Fig. 1: signal wires on met1
Scale bar: 20 um.
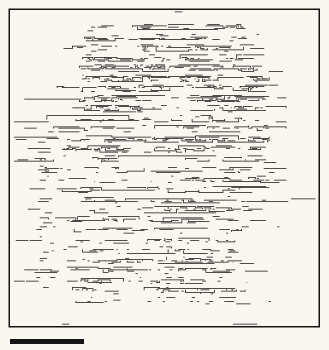
Fig. 2: metal 2
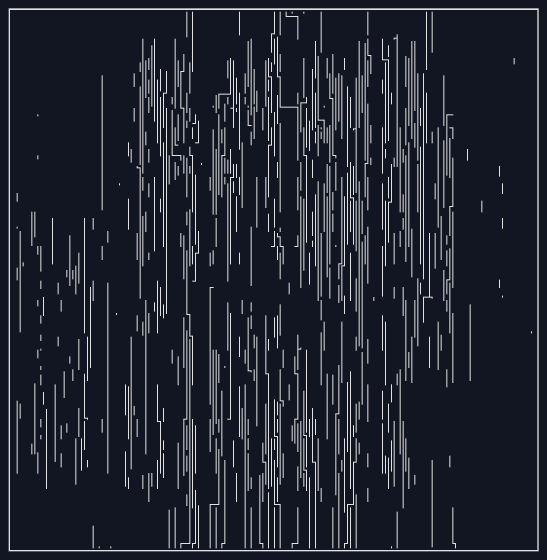
Fig. 3: the metal 3 layer
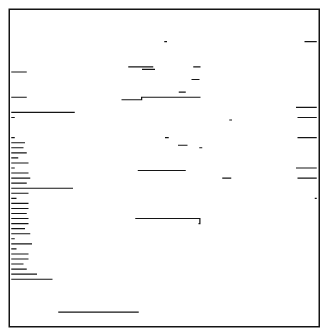
Fig. 4: I/O nets highlighted
Scale bar: 20 um.
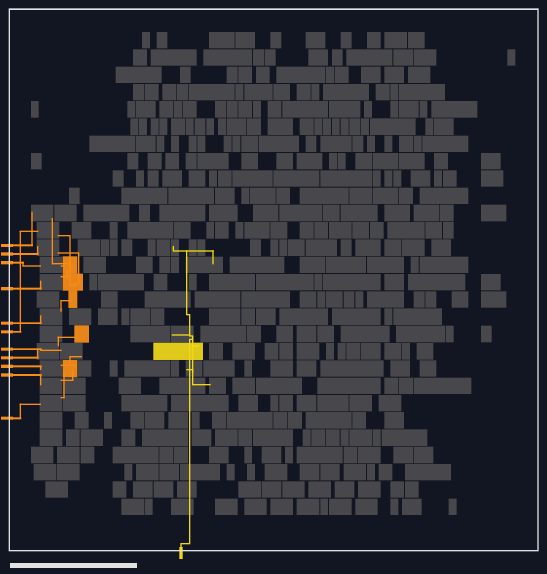
Fig. 5: track usage over the die
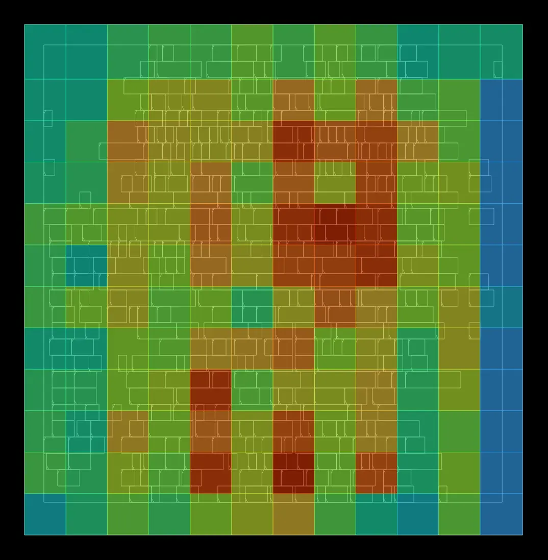
--- src/rtl/obstacle_four_motion.sv ---
// -----------------------------------------------------------------------------
// obstacle_four_motion
//
// Per-frame motion and animation controller for obstacle four. It sits in
// front of the obstacle four sprite source and supplies its origin (x0, y0)
// and 5-bit control word (ctrl).
//
// Once per frame, at the vertical-blank boundary, the controller does three
// things:
//   - scrolls the obstacle left by the latched speed,
//   - wraps it back to the right edge when it would run off the left edge,
//   - steps the sprite animation ID.
//
// Optional feature macro: OBSTACLE_FOUR_MOTION_ANI_EN
//   defined     : the animation frame counter and sid cycling are built in.
//   not defined : no counter is built and ctrl[1:0] is tied to 2'b00.
//
// Parameters
//   H_MAX      : x origin used on reload; the obstacle is fully off-screen
//                to the right at this value.
//   V_MAX      : first non-visible scan line; marks the frame boundary.
//   ANI_FRAMES : frame ticks per animation step (1..255).
//
// Ports
//   clk        in   1  system clock
//   reset      in   1  synchronous, active-high reset
//   x, y       in  11  current scan coordinates
//   go         in   1  start or resume motion (level)
//   halt       in   1  freeze motion (level); wins over go
//   speed      in   4  pixels per frame; latched at arm and at wrap
//   lane_y     in  11  obstacle y origin; latched at arm and at wrap
//   color_sel  in   2  body colour; passed straight to ctrl[4:3]
//   x0, y0     out 11  sprite origin (registered)
//   ctrl       out  5  {color_sel, 1'b0, sid[1:0]}
//   busy       out  1  high while armed, running or paused
//   wrap_cnt   out  8  completed passes; saturates at 255
//   frame_tick out  1  one-cycle pulse per frame (registered)
// -----------------------------------------------------------------------------
module obstacle_four_motion #(
    parameter int H_MAX      = 640,
    parameter int V_MAX      = 480,
    parameter int ANI_FRAMES = 8
) (
    input  logic        clk,
    input  logic        reset,
    input  logic [10:0] x,
    input  logic [10:0] y,
    input  logic        go,
    input  logic        halt,
    input  logic [3:0]  speed,
    input  logic [10:0] lane_y,
    input  logic [1:0]  color_sel,
    output logic [10:0] x0,
    output logic [10:0] y0,
    output logic [4:0]  ctrl,
    output logic        busy,
    output logic [7:0]  wrap_cnt,
    output logic        frame_tick
);

    localparam logic [10:0] H_MAX_L = 11'(H_MAX);
    localparam logic [10:0] V_MAX_L = 11'(V_MAX);

    // An out-of-range animation length elaborates this oddly named block.
    // That makes a bad configuration visible in the elaborated hierarchy.
    if (ANI_FRAMES < 1 || ANI_FRAMES > 255) begin : g_ani_frames_out_of_range
    end

    typedef enum logic [1:0] {
        ST_IDLE  = 2'd0,
        ST_ARM   = 2'd1,
        ST_RUN   = 2'd2,
        ST_PAUSE = 2'd3
    } state_t;

    state_t      state_q, state_d;
    logic [10:0] x0_q, x0_d;
    logic [10:0] y0_q, y0_d;
    logic [3:0]  spd_q, spd_d;
    logic [7:0]  wrap_q, wrap_d;
    logic        busy_q, busy_d;
    logic        frame_tick_q, frame_tick_d;
    logic        fcond_seen_q, fcond_seen_d;
    logic        fcond;
    logic [1:0]  sid;

    // -------------------------------------------------------------------------
    // Frame boundary detection.
    //
    // The pixel clock may be slower than clk, so fcond can stay high for
    // several cycles. Only its rising edge produces a tick.
    //
    // fcond_seen resets to 1. A boundary that is already in progress when
    // reset is released is therefore treated as already seen, and it does
    // not produce a tick.
    // -------------------------------------------------------------------------
    always_comb begin
        fcond        = (x == 11'd0) && (y == V_MAX_L);
        fcond_seen_d = fcond;
        frame_tick_d = fcond && !fcond_seen_q;
    end

    // -------------------------------------------------------------------------
    // Motion FSM: next state and datapath.
    //
    // Every origin update is gated by frame_tick_q. It therefore lands in
    // the cycle after the tick, while the scan is still in vertical blank.
    // -------------------------------------------------------------------------
    always_comb begin
        state_d = state_q;
        x0_d    = x0_q;
        y0_d    = y0_q;
        spd_d   = spd_q;
        wrap_d  = wrap_q;

        case (state_q)
            ST_IDLE: begin
                x0_d = H_MAX_L;
                if (go && !halt) begin
                    state_d = ST_ARM;
                end
            end

            ST_ARM: begin
                // go and halt are not acted on here; only the first frame
                // boundary moves the FSM on to RUN.
                if (frame_tick_q) begin
                    spd_d   = speed;
                    y0_d    = lane_y;
                    x0_d    = H_MAX_L;
                    state_d = ST_RUN;
                end
            end

            ST_RUN: begin
                if (frame_tick_q) begin
                    // The compare guards the subtraction, so it cannot
                    // underflow. A latched speed of 0 never wraps.
                    if (x0_q >= {7'd0, spd_q}) begin
                        x0_d = x0_q - {7'd0, spd_q};
                    end else begin
                        x0_d  = H_MAX_L;
                        spd_d = speed;
                        y0_d  = lane_y;
                        if (wrap_q != 8'hFF) begin
                            wrap_d = wrap_q + 8'd1;
                        end
                    end
                end
                // When halt and the tick arrive together, the tick update
                // above is still applied before the FSM moves to PAUSE.
                if (halt) begin
                    state_d = ST_PAUSE;
                end
            end

            ST_PAUSE: begin
                if (go && !halt) begin
                    state_d = ST_RUN;
                end
            end

            default: begin
                state_d = ST_IDLE;
            end
        endcase

        busy_d = (state_d != ST_IDLE);
    end

    always_ff @(posedge clk) begin
        if (reset) begin
            state_q      <= ST_IDLE;
            x0_q         <= H_MAX_L;
            y0_q         <= 11'd0;
            spd_q        <= 4'd0;
            wrap_q       <= 8'd0;
            busy_q       <= 1'b0;
            frame_tick_q <= 1'b0;
            fcond_seen_q <= 1'b1;
        end else begin
            state_q      <= state_d;
            x0_q         <= x0_d;
            y0_q         <= y0_d;
            spd_q        <= spd_d;
            wrap_q       <= wrap_d;
            busy_q       <= busy_d;
            frame_tick_q <= frame_tick_d;
            fcond_seen_q <= fcond_seen_d;
        end
    end

    // -------------------------------------------------------------------------
    // Animation.
    //
    // The frame counter advances only on ticks seen in RUN. When it reaches
    // ANI_FRAMES-1 it clears and sid steps to the next value (mod 4).
    // Entering ARM from IDLE restarts the sequence.
    // -------------------------------------------------------------------------
`ifdef OBSTACLE_FOUR_MOTION_ANI_EN
    localparam logic [7:0] ANI_LAST = 8'(ANI_FRAMES - 1);

    logic [7:0] ani_cnt_q, ani_cnt_d;
    logic [1:0] sid_q, sid_d;

    always_comb begin
        ani_cnt_d = ani_cnt_q;
        sid_d     = sid_q;
        if (state_q == ST_IDLE && state_d == ST_ARM) begin
            ani_cnt_d = 8'd0;
            sid_d     = 2'd0;
        end else if (state_q == ST_RUN && frame_tick_q) begin
            if (ani_cnt_q == ANI_LAST) begin
                ani_cnt_d = 8'd0;
                sid_d     = sid_q + 2'd1;
            end else begin
                ani_cnt_d = ani_cnt_q + 8'd1;
            end
        end
    end

    always_ff @(posedge clk) begin
        if (reset) begin
            ani_cnt_q <= 8'd0;
            sid_q     <= 2'd0;
        end else begin
            ani_cnt_q <= ani_cnt_d;
            sid_q     <= sid_d;
        end
    end

    assign sid = sid_q;
`else
    assign sid = 2'b00;
`endif

    // -------------------------------------------------------------------------
    // Outputs. ctrl[2] is the sprite auto bit and is never set here.
    // -------------------------------------------------------------------------
    assign x0         = x0_q;
    assign y0         = y0_q;
    assign ctrl       = {color_sel, 1'b0, sid};
    assign busy       = busy_q;
    assign wrap_cnt   = wrap_q;
    assign frame_tick = frame_tick_q;

endmodule

--- config.mk ---
export PLATFORM = sky130hd
export DESIGN_NAME = obstacle_four_motion
export DESIGN_NICKNAME = d
export VERILOG_FILES = /design/src/rtl/obstacle_four_motion.sv
export SDC_FILE = /design/constraint.sdc
export NUM_CORES = 1
export LEC_CHECK = 0
export ABC_AREA = 1
export ABC_CLOCK_PERIOD_IN_PS = 1600
export CAP_MARGIN = 20
export CORE_AREA = 3 3 80 82
export CTS_CLUSTER_DIAMETER = 60
export DETAILED_ROUTE_END_ITERATION = 8
export DIE_AREA = 0 0 83 85
export GPL_TIMING_DRIVEN = 1
export PLACE_DENSITY = 0.76
export SETUP_SLACK_MARGIN = 0.2
export SLEW_MARGIN = 20
export SYNTH_ARGS = -nofsm -noshare
export SYNTH_HDL_FRONTEND = slang
export SYNTH_SLANG_ARGS = --single-unit
--- constraint.sdc ---
create_clock -name clk -period 1.6 [get_ports clk]
set_input_delay 0.32 -clock clk [delete_from_list [all_inputs] [get_ports clk]]
set_output_delay 0.32 -clock clk [all_outputs]
set_load 0.02 [all_outputs]
==> impl_metrics.env <==
# implementation run metrics
export IMPL_comb_share=0.432
export IMPL_hold_path_depth=1
export IMPL_yosys_area_um2=2420
export IMPL_setup_viol=32
export IMPL_comb_cells=210
export IMPL_violations="setup timing"
export IMPL_clk_latency_ps=290
export IMPL_power_frac_clock=0.345
export IMPL_pre_cts_ws_ps=-164
export IMPL_pg_clk_uw=737
export IMPL_powerDensity_nw_per_um2=559
export IMPL_fin_crit_ps=1750
export IMPL_die_w_um=83
export IMPL_worst_r2r_endpoint="x0[10]"
export IMPL_syn_area_per_cell_um2=7.92
export IMPL_diodes=0
export IMPL_ys_cells=306
export IMPL_drt_iter0_drc=77
export IMPL_ant_nets=0
export IMPL_final_area_um2=3820
export IMPL_combPwrFrac=0.194
export IMPL_vias_per_cell=4.89
export IMPL_nets=454
export IMPL_netlist_instances=306
export IMPL_layout_top_cell="clkdlybuf4s50_1"
export IMPL_die_y_um=85
export IMPL_cts_clk_slew_worst_paths_ps=70
export IMPL_cap_violations=0
export IMPL_warning_count=29
export IMPL_cp_arrival_ps=1980
export IMPL_wl_met3_um=271
export IMPL_overflow=0
export IMPL_syn_to_final_growth_pct=57.6
export IMPL_tritoncts_num_buffers=5
export IMPL_core_um2=5820
export IMPL_htreeDepth=2
export IMPL_async_reset_ff_frac=0
export IMPL_outcome="finished with violations"
export IMPL_hold_ws_ps=376
export IMPL_setup_ws_ps=-148
export IMPL_gp_congestion=0.861
export IMPL_top_layer="met4"
export IMPL_switching_share=0.255
export IMPL_initial_core_util=0.417
export IMPL_crit_end="x0[10]"
-- Fig. 1 (at the start) --
nets with wire on the layer: 405
longest straight run: 26.2 um
main direction: horizontal
share of all routed wire: 41%
wire length on this layer: 2580 um

-- Fig. 2 (at the start) --
nets with wire on the layer: 384
share of all routed wire: 52%
main direction: vertical
longest straight run: 32.3 um

-- Fig. 3 (at the start) --
share of all routed wire: 4.3%
longest straight run: 21.4 um
wire length on this layer: 271 um
nets with wire on the layer: 48
drt total wl: 6260 um
Vias: 2350
grt met3 use: 0.0379

-- Fig. 4 (at the start) --
| port | color | direction | edge | end cells | buffers | wire |
|---|---|---|---|---|---|---|
| `y` | orange | input | west | 5 | 11 | 132 um |
| `frame_tick` | yellow | output | south | 1 | 1 | 73.3 um |
Ports: 80
number of port buffers: 72

-- Fig. 5 (at the start) --
met1 Use GR: 0.199
GR Layer Usage met2: 0.321
drt wl/cell: 13.0 um

metal layers:
metal,vias to the layer above,track usage
li1,1185,-
met1,1092,0.199
met2,61,0.321
met3,12,0.0379
met4,0,0.0698
met5,-,0
logic make-up after synthesis:
| kind of cell | count (synthesis) | synth area share |
|---|---|---|
| and+or+nand+nor | 147 | 0.344 |
| DFF | 39 | 0.322 |
| AOI/OAI and AO/OA | 43 | 0.135 |
| buffers and inverters | 60 | 0.127 |
| other | 1 | 0.00155 |
| adders and majority gates | 6 | 0.0341 |
| xor gates and xnor gates | 10 | 0.0361 |
repair_timing:
item,CTS,global route
cloned,3,1
pin swaps,12,18
resized,67,59
setup endpoints to repair,66,48
setup buffers,6,2
